[src/rtl/keypad_pkg.sv]
// Shared types for the matrix-keypad scanner: per-frame scan result,
// stable-key state and the key-code width helper.
package keypad_pkg;

  typedef enum logic [1:0] {FR_NONE, FR_SINGLE, FR_MULTI} frame_res_e;

  typedef enum logic {ST_IDLE, ST_HELD} state_e;

  function automatic int key_w(input int rows, input int cols);
    return (rows * cols > 1) ? $clog2(rows * cols) : 1;
  endfunction

endpackage

[src/rtl/keypad_scanner_n_if.sv]
// Key-event handshake: the scanner drives code/valid, the consumer drives ready.
interface keypad_scanner_n_if #(
  parameter int KEY_W = 4
) ();

  logic [KEY_W-1:0] key_code;
  logic             key_valid;
  logic             key_ready;

  modport master (output key_code, output key_valid, input key_ready);
  modport slave  (input key_code, input key_valid, output key_ready);

endinterface

[src/rtl/key_event_buf.sv]
// One-entry valid/ready event register; a push that finds the entry occupied
// and not being drained is dropped and latches the sticky overflow flag.
module key_event_buf #(
  parameter int KEY_W = 4
) (
  input  logic               clk,
  input  logic               rst_n,
  input  logic               push,
  input  logic [KEY_W-1:0]   push_code,
  keypad_scanner_n_if.master bus,
  output logic               overflow
);

  logic [KEY_W-1:0] code_reg;
  logic             valid_reg;
  logic             overflow_reg;

  always_ff @(posedge clk) begin
    if (!rst_n) begin
      code_reg     <= '0;
      valid_reg    <= 1'b0;
      overflow_reg <= 1'b0;
    end else begin
      // A push coinciding with acceptance reuses the slot without a gap.
      if (push && (!valid_reg || bus.key_ready)) begin
        code_reg  <= push_code;
        valid_reg <= 1'b1;
      end else if (push) begin
        overflow_reg <= 1'b1;
      end else if (valid_reg && bus.key_ready) begin
        valid_reg <= 1'b0;
      end
    end
  end

  assign bus.key_code  = code_reg;
  assign bus.key_valid = valid_reg;
  assign overflow      = overflow_reg;

endmodule

[src/rtl/keypad_scanner_n.sv]
// Matrix-keypad scanner: one-cold column drive, frame-level debounce with
// ghost rejection, stable-key FSM with optional auto-repeat.
module keypad_scanner_n #(
  parameter int ROWS           = 4,
  parameter int COLS           = 4,
  parameter int SCAN_DIV       = 100000,
  parameter int DEBOUNCE_SCANS = 4,
  parameter int REPEAT_EN      = 0,
  parameter int REPEAT_DLY     = 50,
  parameter int REPEAT_RATE    = 10
) (
  input  logic               clk,
  input  logic               rst_n,
  input  logic [ROWS-1:0]    rows,
  output logic [COLS-1:0]    cols,
  keypad_scanner_n_if.master key_bus,
  output logic               key_held,
  output logic               overflow
);
  import keypad_pkg::*;

  localparam int KEY_W   = key_w(ROWS, COLS);
  localparam int ROW_W   = (ROWS > 1) ? $clog2(ROWS) : 1;
  localparam int COL_W   = (COLS > 1) ? $clog2(COLS) : 1;
  localparam int WIN_W   = $clog2(SCAN_DIV);
  localparam int RUN_W   = $clog2(DEBOUNCE_SCANS + 1);
  localparam int REP_MAX = (REPEAT_DLY > REPEAT_RATE) ? REPEAT_DLY : REPEAT_RATE;
  localparam int REP_W   = $clog2(REP_MAX + 1);

  typedef struct packed {
    frame_res_e       kind;
    logic [KEY_W-1:0] code;
  } frame_t;

  logic [ROWS-1:0]  rows_meta_reg, rows_sync_reg;
  logic [WIN_W-1:0] win_cnt_reg;
  logic [COL_W-1:0] col_idx_reg;
  logic [1:0]       acc_cnt_reg;
  logic [KEY_W-1:0] acc_code_reg;
  frame_t           prev_res_reg;
  logic [RUN_W-1:0] run_cnt_reg;

  logic             sample_tick, frame_tick;
  logic [1:0]       col_cnt, sum_cnt;
  logic [2:0]       tot_cnt;
  logic [ROW_W-1:0] col_row;
  logic [KEY_W-1:0] col_code, sum_code;
  frame_t           frame_res;
  logic             same_res, accept;
  logic [RUN_W-1:0] run_next;

  state_e           state_reg, state_next;
  logic [KEY_W-1:0] held_code_reg, held_code_next;
  logic [REP_W-1:0] rep_cnt_reg, rep_cnt_next, rep_limit;
  logic             rep_first_reg, rep_first_next;
  logic             ev_push;
  logic [KEY_W-1:0] ev_code;

  for (genvar gi = 0; gi < COLS; gi++) begin : g_col_drive
    assign cols[gi] = (col_idx_reg != COL_W'(gi));
  end

  assign sample_tick = (win_cnt_reg == WIN_W'(SCAN_DIV - 1));
  assign frame_tick  = sample_tick && (col_idx_reg == COL_W'(COLS - 1));

  // Low-bit count saturates at 2: anything beyond one key is a ghost frame.
  always_comb begin
    col_cnt = 2'd0;
    col_row = '0;
    for (int r = 0; r < ROWS; r++) begin
      if (!rows_sync_reg[r]) begin
        if (col_cnt == 2'd0) col_row = ROW_W'(r);
        if (col_cnt != 2'd2) col_cnt = col_cnt + 2'd1;
      end
    end
    col_code = KEY_W'(int'(col_row) * COLS + int'(col_idx_reg));
    tot_cnt  = {1'b0, acc_cnt_reg} + {1'b0, col_cnt};
    sum_cnt  = (tot_cnt >= 3'd2) ? 2'd2 : tot_cnt[1:0];
    sum_code = (acc_cnt_reg != 2'd0) ? acc_code_reg : col_code;
    frame_res.kind = (sum_cnt == 2'd0) ? FR_NONE :
                     (sum_cnt == 2'd1) ? FR_SINGLE : FR_MULTI;
    frame_res.code = (sum_cnt == 2'd1) ? sum_code : '0;
  end

  assign same_res = (frame_res == prev_res_reg);
  assign run_next = !same_res ? RUN_W'(1) :
                    (run_cnt_reg == RUN_W'(DEBOUNCE_SCANS)) ? run_cnt_reg :
                    run_cnt_reg + RUN_W'(1);
  assign accept   = frame_tick && (run_next == RUN_W'(DEBOUNCE_SCANS)) &&
                    (frame_res.kind != FR_MULTI);

  always_ff @(posedge clk) begin
    if (!rst_n) begin
      rows_meta_reg     <= '1;
      rows_sync_reg     <= '1;
      win_cnt_reg       <= '0;
      col_idx_reg       <= '0;
      acc_cnt_reg       <= '0;
      acc_code_reg      <= '0;
      prev_res_reg.kind <= FR_NONE;
      prev_res_reg.code <= '0;
      run_cnt_reg       <= '0;
    end else begin
      rows_meta_reg <= rows;
      rows_sync_reg <= rows_meta_reg;
      if (sample_tick) begin
        win_cnt_reg <= '0;
        col_idx_reg <= (col_idx_reg == COL_W'(COLS - 1)) ? '0 : col_idx_reg + COL_W'(1);
        if (frame_tick) begin
          acc_cnt_reg  <= '0;
          acc_code_reg <= '0;
          prev_res_reg <= frame_res;
          run_cnt_reg  <= run_next;
        end else begin
          acc_cnt_reg  <= sum_cnt;
          acc_code_reg <= sum_code;
        end
      end else begin
        win_cnt_reg <= win_cnt_reg + WIN_W'(1);
      end
    end
  end

  assign rep_limit = rep_first_reg ? REP_W'(REPEAT_DLY) : REP_W'(REPEAT_RATE);

  always_comb begin
    state_next     = state_reg;
    held_code_next = held_code_reg;
    rep_cnt_next   = rep_cnt_reg;
    rep_first_next = rep_first_reg;
    ev_push        = 1'b0;
    ev_code        = held_code_reg;
    if (accept && frame_res.kind == FR_SINGLE &&
        (state_reg == ST_IDLE || frame_res.code != held_code_reg)) begin
      state_next     = ST_HELD;
      held_code_next = frame_res.code;
      ev_push        = 1'b1;
      ev_code        = frame_res.code;
      rep_cnt_next   = '0;
      rep_first_next = 1'b1;
    end else if (accept && frame_res.kind == FR_NONE) begin
      state_next     = ST_IDLE;
      rep_cnt_next   = '0;
      rep_first_next = 1'b1;
    end else if (REPEAT_EN != 0 && frame_tick && state_reg == ST_HELD) begin
      // First repeat after REPEAT_DLY frames, later ones every REPEAT_RATE.
      if (rep_cnt_reg + REP_W'(1) == rep_limit) begin
        ev_push        = 1'b1;
        rep_cnt_next   = '0;
        rep_first_next = 1'b0;
      end else begin
        rep_cnt_next = rep_cnt_reg + REP_W'(1);
      end
    end
  end

  always_ff @(posedge clk) begin
    if (!rst_n) begin
      state_reg     <= ST_IDLE;
      held_code_reg <= '0;
      rep_cnt_reg   <= '0;
      rep_first_reg <= 1'b1;
    end else begin
      state_reg     <= state_next;
      held_code_reg <= held_code_next;
      rep_cnt_reg   <= rep_cnt_next;
      rep_first_reg <= rep_first_next;
    end
  end

  assign key_held = (state_reg == ST_HELD);

  key_event_buf #(.KEY_W(KEY_W)) u_evt_buf (
    .clk       (clk),
    .rst_n     (rst_n),
    .push      (ev_push),
    .push_code (ev_code),
    .bus       (key_bus),
    .overflow  (overflow)
  );

endmodule

[src/flat_wrapper.sv]
// flat-port wrapper written by rule: the top's interface ports become plain ports
module keypad_scanner_n_flat import keypad_pkg::*;
#(
  parameter int ROWS           = 4,
  parameter int COLS           = 4,
  parameter int SCAN_DIV       = 100000,
  parameter int DEBOUNCE_SCANS = 4,
  parameter int REPEAT_EN      = 0,
  parameter int REPEAT_DLY     = 50,
  parameter int REPEAT_RATE    = 10
)
  (clk, rst_n, rows, cols, key_held, overflow, key_bus_key_code, key_bus_key_valid, key_bus_key_ready);
  keypad_scanner_n_if #(.KEY_W(4)) key_bus_i ();
  input  logic clk;
  input  logic rst_n;
  input  logic [ROWS-1:0] rows;
  output logic [COLS-1:0] cols;
  output logic key_held;
  output logic overflow;
  output wire logic [$bits(key_bus_i.key_code)-1:0] key_bus_key_code;
  output wire logic [$bits(key_bus_i.key_valid)-1:0] key_bus_key_valid;
  input wire logic [$bits(key_bus_i.key_ready)-1:0] key_bus_key_ready;
  assign key_bus_key_code = key_bus_i.key_code;
  assign key_bus_key_valid = key_bus_i.key_valid;
  assign key_bus_i.key_ready = key_bus_key_ready;
  keypad_scanner_n #(.ROWS(ROWS), .COLS(COLS), .SCAN_DIV(SCAN_DIV), .DEBOUNCE_SCANS(DEBOUNCE_SCANS), .REPEAT_EN(REPEAT_EN), .REPEAT_DLY(REPEAT_DLY), .REPEAT_RATE(REPEAT_RATE)) u_core (.clk(clk), .rst_n(rst_n), .rows(rows), .cols(cols), .key_bus(key_bus_i), .key_held(key_held), .overflow(overflow));
endmodule
[config.mk]
export PLATFORM = sky130hd
export DESIGN_NAME = keypad_scanner_n_flat
export DESIGN_NICKNAME = d
export VERILOG_FILES = /design/src/rtl/keypad_pkg.sv /design/src/rtl/keypad_scanner_n_if.sv /design/src/rtl/key_event_buf.sv /design/src/rtl/keypad_scanner_n.sv /design/src/flat_wrapper.sv
export SDC_FILE = /design/constraint.sdc
export NUM_CORES = 1
export LEC_CHECK = 0
export ABC_AREA = 1
export CAP_MARGIN = 20
export CORE_MARGIN = 2
export CORE_UTILIZATION = 30
export DETAILED_ROUTE_END_ITERATION = 7
export GPL_TIMING_DRIVEN = 1
export PLACE_DENSITY_LB_ADDON = 0.12
export SLEW_MARGIN = 5
export SYNTH_ARGS = -nofsm -noshare
export SYNTH_HDL_FRONTEND = slang
export SYNTH_SLANG_ARGS = --single-unit
export TNS_END_PERCENT = 100
[constraint.sdc]
create_clock -name clk -period 3.3 [get_ports clk]
set_clock_uncertainty 0.2 [all_clocks]
set_input_delay 0.66 -clock clk [delete_from_list [all_inputs] [get_ports clk]]
set_output_delay 0.66 -clock clk [all_outputs]
set_load 0.01 [all_outputs]
==> impl_metrics.py, run 1 <==
# Synthesis and PnR figures
metrics = {
    "floorplanning": {
        "ioPinCount": 18,
        "die_h_um": 99.5,
        "die_area_um2": 9910,
        "rows": 34,
        "die_x_um": 99.5,
    },
    "pwr": {
        "switchingPower_uw": 312,
        "vdd_drop_max_mv": 0.144,
        "power.leakage_nw": 1.42,
        "seqPwrFrac_pct": 54.3,
        "total_power_mw": 1.20,
        "swShare_pct": 26.0,
        "power_leader": "registers",
        "clkPwrFrac_pct": 34.0,
        "p_int_uw": 887,
        "clock_net_power_uw": 407,
        "powerComb_uw": 140,
    },
    "critical_path": {
        "worst_path_dominant_cell_family": "simple AND/OR/NAND/NOR gates",
        "critical_path_buf_inv_count": 7,
        "cp.arrival_ns": 3.40,
        "cpMaxStageDelayCell": "fa_2",
        "worstSetupPathType": "flop to flop",
        "cp.required_ns": 3.36,
        "crit_path_end_kind": "flop",
        "slowest_delay_ns": 0.59,
        "reg2reg_slack_ns": -0.05,
        "setup.worst_path.start_class": "flop",
        "worst-path-max-fanout": 8,
    },
    "finish": {
        "largest_register_ffs": 17,
        "stdcell_area_um2": 3550,
        "diodes": 0,
        "nets": 439,
        "mostFrequentLayoutCells": "nand2_1, inv_1, dfxtp_1, nor2_1, buf_4",
        "area_growth_pct": 29.6,
        "final_cells": 526,
        "lay_top_count": "nand2_1",
        "drive_gt1_share_pct": 28.2,
    },
    "yosys": {
        "async_flop_share_pct": 0,
        "most_common_cell": "nand2_1",
        "synthCells": 370,
        "syn_nets": 392,
        "simple_gate_share_pct": 32.0,
        "yosys_area_um2": 2740,
        "yosys_cells": 370,
        "edf_count": 0,
        "syn_avg_cell_area_um2": 7.40,
        "synth_top_cell_by_area": "dfxtp_1",
        "top_area_share_pct": 38.8,
        "netlist_area_um2": 2740,
        "common_cells": "nand2_1, inv_1, dfxtp_1",
        "synthFlopType": "dfxtp_1",
        "synth_cell_types": 36,
        "yosys_warnings": 0,
        "ys_sh_aoi_pct": 10.4,
        "topCombFamilyByArea": "simple AND/OR/NAND/NOR gates",
        "seq_area_frac_synth_pct": 38.8,
        "synth_flops": 53,
    },
    "timing": {
        "hold_violations": 0,
        "setup_viol": 8,
        "holdWs_ns": 0.220,
        "fin_crit_ns": 3.35,
        "slew_headroom_pct": 66.5,
        "maxSlewViolCount": 0,
        "setup-tns-final_ns": -0.252,
        "rsz0062_at_grt": "true",
        "max_freq_mhz": 299,
        "tightest_slew_ns": 0.500,
        "period_used_pct": 101,
        "setup_ws_ns": -0.0458,
    },
    "global_route": {
        "grt.total_usage_pct": 13.5,
        "grt.busiest_layer": "met2",
        "grt_pass1_vias": 2267,
        "use_met3_pct": 2.60,
        "grtUsageMet2_pct": 22.1,
        "grt_overflow": 0,
        "grt_antenna_before_repair": 0,
        "grt_pass1_wl_um": 10700,
    },
    "cts": {
        "cts_tree": "built",
        "clkTransAtPathRegs_ns": 0.10,
        "cts-resized-gates": 27,
        "ctsHoldBuffers": 0,
        "htreeDepth": 2,
        "post_cts_buffers": 2,
        "cts_sinks": 53,
        "clk_path_buf_depth": 2,
        "cts_buffers": 5,
        "clk_latency_ns": 0.31,
    },
    "run": {
        "tool_warnings": 36,
        "cap_violations": 0,
    },
    "placement": {
        "port_buffers": 17,
        "globalplace.congestion": 0.776,
        "hpwl_um": 4620,
        "place_worst_setup_slack_ns": -0.322,
        "placedCellCount": 515,
        "post_dp_cell_area_um2": 3200,
    },
    "outcome": {
        "violations": "setup timing",
        "status": "complete, but fails checks",
    },
    "routing": {
        "routedLengthMet1_um": 3130,
        "routed_wl_um": 6300,
        "drt_iter0_markers": 81,
        "wl_met3_um": 124,
        "dr_wl_met2_um": 2960,
        "vias": 2366,
        "ant_nets": 0,
        "viasPerCell": 4.50,
        "drc_errors": 0,
        "first_pass_iters": 4,
    },
    "hold_path": {
        "hold_path.class": "flop to flop",
    },
}
## run 1: path summary, 6_finish.rpt
kind                                               from  cells after the start                                to
worst max register to register  u_core.rows_sync_reg[1]                     24  u_core.u_evt_buf.bus.key_code[1]
worst min-delay path            u_core.rows_meta_reg[1]                      1           u_core.rows_sync_reg[1]
worst max-delay path            u_core.rows_sync_reg[1]                     24  u_core.u_evt_buf.bus.key_code[1]
worst min register to register  u_core.rows_meta_reg[1]                      1           u_core.rows_sync_reg[1]
## run 1: final cells by class
type                    instances  area, um2
clock buffers                   6       82.6
clock inverters                 2       17.5
fillers                       891       5260
inverters                      60        233
multi-input cells             252       1610
flip-flops and latches         53       1060
well taps                     108        135
repair buffers                 45        403
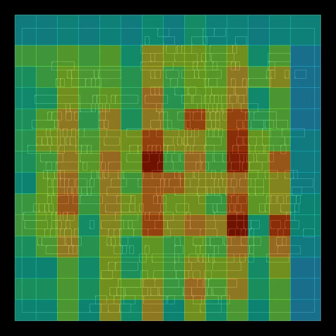
Fig. 1. Routing congestion map (run 1).
met1 Track Usage GR: 17.9%
DR WL/cell: 12.0 um

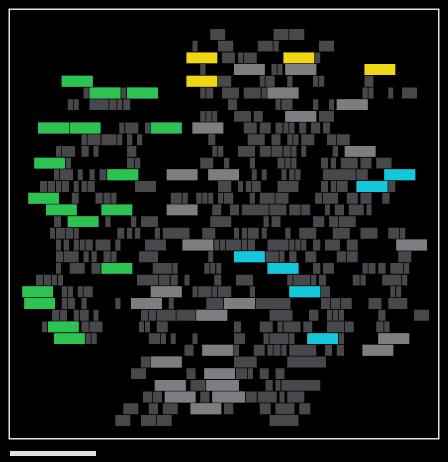
Fig. 2. Where the registers sit (run 1).
Scale bar: 20 um.
Key: u_core.prev_res_reg = cyan [placed flops 6]; u_core.win_cnt_reg = green [placed flops 17]; u_core.u_evt_buf.bus.key_code = yellow [placed flops 4]
Register Area: 1060 um2
Core Util, Final: 40.3%
Seq/total area: 30.0%
P_seq: 651 uW

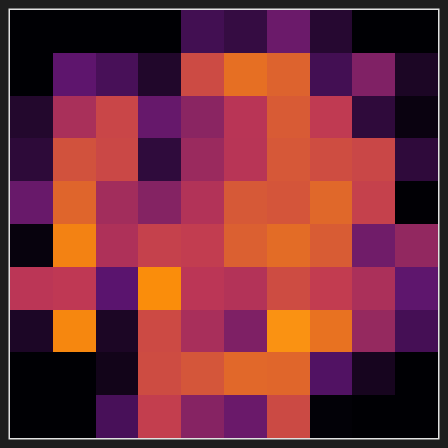
Fig. 3. Placement density heat map (run 1).
The die is cut into 10 by 10 equal tiles; black is low, pale yellow is high, 0 to 100% covered.
The fullest tile reaches 76%. 2.0% of the tiles are over 75% full. The mean over all tiles is 35%. 16% of the tiles are nearly empty.
core area: 8810 um2
fp_density: 31.1%

Fig. 4: run 1, wiring by layer
Scale bar: 20 um. Only two layers are drawn.
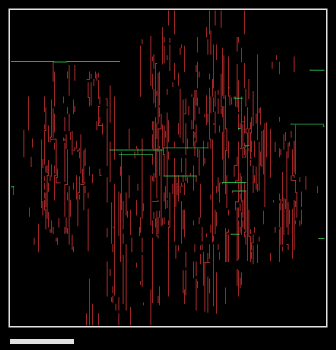

==> run 2, diff against run 1 <==
--- a/config.mk
+++ b/config.mk
@@ -7,12 +7,12 @@
 export LEC_CHECK = 0
 export ABC_AREA = 1
 export CAP_MARGIN = 20
-export CORE_MARGIN = 2
+export CORE_MARGIN = 1
 export CORE_UTILIZATION = 30
 export DETAILED_ROUTE_END_ITERATION = 7
 export GPL_TIMING_DRIVEN = 1
 export PLACE_DENSITY_LB_ADDON = 0.12
-export SLEW_MARGIN = 5
+export SLEW_MARGIN = 10
 export SYNTH_ARGS = -nofsm -noshare
 export SYNTH_HDL_FRONTEND = slang
 export SYNTH_SLANG_ARGS = --single-unit
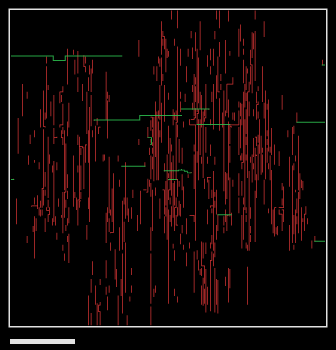
Fig. 5. Wiring by layer (run 2).
Scale bar: 20 um. Only two layers are drawn.
Key: met2 = red [wire length 2980 um]; met3 = green [wire length 123 um]
Vias: 2389
routed wire length: 6300 um
DR WL/cell: 12.0 um
GRT Overall Usage: 13.9%

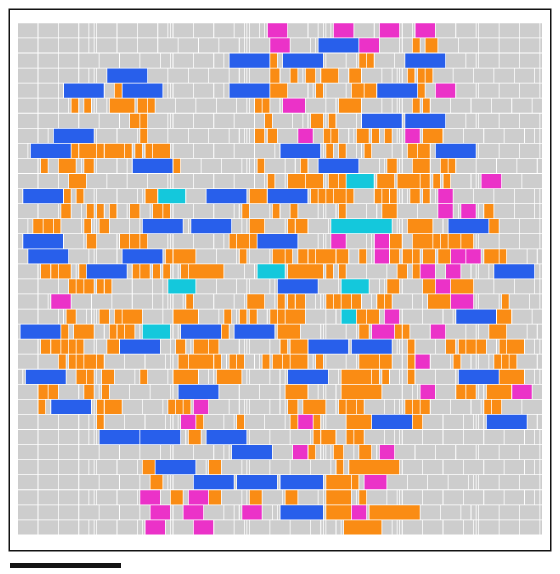
Fig. 6. Cells colored by class (run 2).
Scale bar: 20 um. Fill, decap, tap and diode cells in gray.
Key: flops = blue [cells 53, share of their area 32%]; clock drivers and dummy loads = cyan [cells 8, share of their area 3.6%]; all other logic = orange [cells 312, share of their area 53%]; other buffers and delay cells = magenta [cells 44, share of their area 12%]
Seq/total area: 30.6%
design area: 3480 um2
Core Util, Final: 39.7%
core area: 8760 um2

==> run 2 against run 1 <==
Against the previous run: the flow still finishes with violations (setup timing); sequential power about the same; sequential share of layout area is 0.63 points higher; synthesized area unchanged; design area is 2.0% lower; via count rose by 0.97%; non-clock buffer count down 1; first-iteration DRC count shrank 15%; combinational power fell by about 10%; synthesized cell count unchanged; flip-flop count unchanged; power rose by 4.0%; count of clock-buffer cells in the layout unchanged; critical path type unchanged; highest routed layer unchanged.
==> impl_metrics.py, run 2 <==
# Synthesis and PnR figures
metrics = {
    "outcome": {
        "status": "complete, but fails checks",
        "violations": "setup timing",
    },
    "timing": {
        "hold_violations": 0,
        "slew_headroom_pct": 65.3,
        "max_freq_mhz": 294,
        "period_used_pct": 103,
        "setup_ws_ns": -0.101,
        "setup_viol": 13,
        "fin_crit_ns": 3.40,
        "tightest_slew_ns": 0.519,
    },
    "routing": {
        "dr_wl_met2_um": 2980,
        "ant_nets": 0,
        "routedLengthMet1_um": 3150,
    },
    "yosys": {
        "ys_sh_aoi_pct": 10.4,
        "edf_count": 0,
        "synth_cell_types": 36,
        "netlist_area_um2": 2740,
        "yosys_area_um2": 2740,
        "yosys_cells": 370,
        "topCombFamilyByArea": "simple AND/OR/NAND/NOR gates",
        "synth_top_cell_by_area": "dfxtp_1",
        "top_area_share_pct": 38.8,
        "most_common_cell": "nand2_1",
        "syn_nets": 392,
        "simple_gate_share_pct": 32.0,
        "async_flop_share_pct": 0,
        "synthCells": 370,
        "yosys_warnings": 0,
        "seq_area_frac_synth_pct": 38.8,
    },
    "floorplanning": {
        "die_x_um": 97.5,
        "rows": 34,
        "die_area_um2": 9510,
        "fp_util_pct": 31.2,
        "ioPinCount": 18,
    },
    "critical_path": {
        "worst_path_dominant_cell_family": "simple AND/OR/NAND/NOR gates",
        "cp.arrival_ns": 3.42,
        "cpMaxStageDelayCell": "fa_1",
        "crit-reg2reg-launch": "u_core.rows_sync_reg[0]",
        "worst-path-max-fanout": 4,
        "reg2regPathDepth": 20,
        "reg2reg_slack_ns": -0.10,
        "crit_end": "u_core.held_code_reg[0]",
        "r2r-end": "u_core.held_code_reg[0]",
        "crit_path_end_kind": "flop",
        "slowest_delay_ns": 0.58,
        "cp.required_ns": 3.32,
    },
    "cts": {
        "cts_buffers": 5,
        "cts_tree": "built",
        "htreeDepth": 2,
        "clk_path_buf_depth": 2,
        "ctsHoldBuffers": 0,
        "clk_latency_ns": 0.31,
        "clkTransAtPathRegs_ns": 0.10,
        "post_cts_buffers": 2,
    },
    "pwr": {
        "clkPwrFrac_pct": 38.2,
        "seqPwrFrac_pct": 52.2,
        "seq-power_uw": 651,
        "vdd_drop_max_mv": 0.180,
        "power_leader": "registers",
        "total_power_mw": 1.25,
        "swShare_pct": 23.9,
        "clock_net_power_uw": 476,
        "switchingPower_uw": 298,
        "powerComb_uw": 120,
    },
    "finish": {
        "n_fill_cell": 923,
        "drive_gt1_share_pct": 24.7,
        "diodes": 0,
        "final_cells": 525,
        "mostFrequentLayoutCells": "nand2_1, inv_1, dfxtp_1, nor2_1, buf_4",
        "lay_top_count": "nand2_1",
        "area_growth_pct": 27.0,
    },
    "placement": {
        "placedCellCount": 514,
        "hpwl_um": 4650,
        "port_buffers": 17,
    },
    "global_route": {
        "grt_pass1_wl_um": 10700,
        "grt.busiest_layer": "met2",
        "grt_overflow": 0,
        "use_met3_pct": 3.31,
        "grtUsageMet2_pct": 22.9,
        "grt_antenna_before_repair": 0,
    },
    "hold_path": {
        "whs_path_depth": 1,
        "min_from": "u_core.rows_meta_reg[3]",
        "hold_path.class": "flop to flop",
        "whs_endpoint": "u_core.rows_sync_reg[3]",
    },
    "run": {
        "tool_warnings": 36,
    },
}
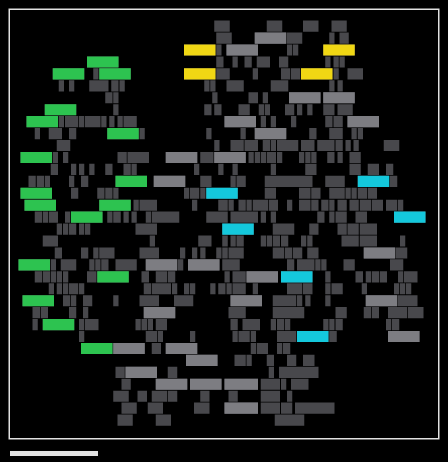
Fig. 7. Where the registers sit (run 2).
Scale bar: 20 um.
Key: u_core.prev_res_reg = cyan [placed flops 6]; u_core.u_evt_buf.bus.key_code = yellow [placed flops 4, where top middle]; u_core.win_cnt_reg = green [placed flops 17]
Another 26 sequential cells are not colored.

run 2: cell counts after synthesis:
No cell type changed its count.
run 2: final cells by class:
class	count	area, um2	area share (%)
Clock inverter	2	37.5	1.08
Clock buffer	6	82.6	2.38
Sequential cell	53	1060	30.6
Multi-Input combinational cell	252	1540	44.3
Tap cell	108	135	3.89
Inverter	60	228	6.55
Timing Repair Buffer	44	388	11.2
run 2: through the flow:
step           TNS [ns]  hold slack, ns  utilization [%]  setup WS, ns  instance area, um2
6_report         -0.795           0.222             39.7        -0.101                3480
5_1_grt           -4.29           0.247             39.7        -0.347                3480
4_1_cts          -0.125           0.225             38.9       -0.0216                3410
3_5_place_dp      -3.01           0.200             36.4        -0.289                3190
3_3_place_gp      -2.26           0.196             36.4        -0.242                3190
2_1_floorplan         0           0.193                -        0.0142                2740
Power and IR drop assume default switching activity.
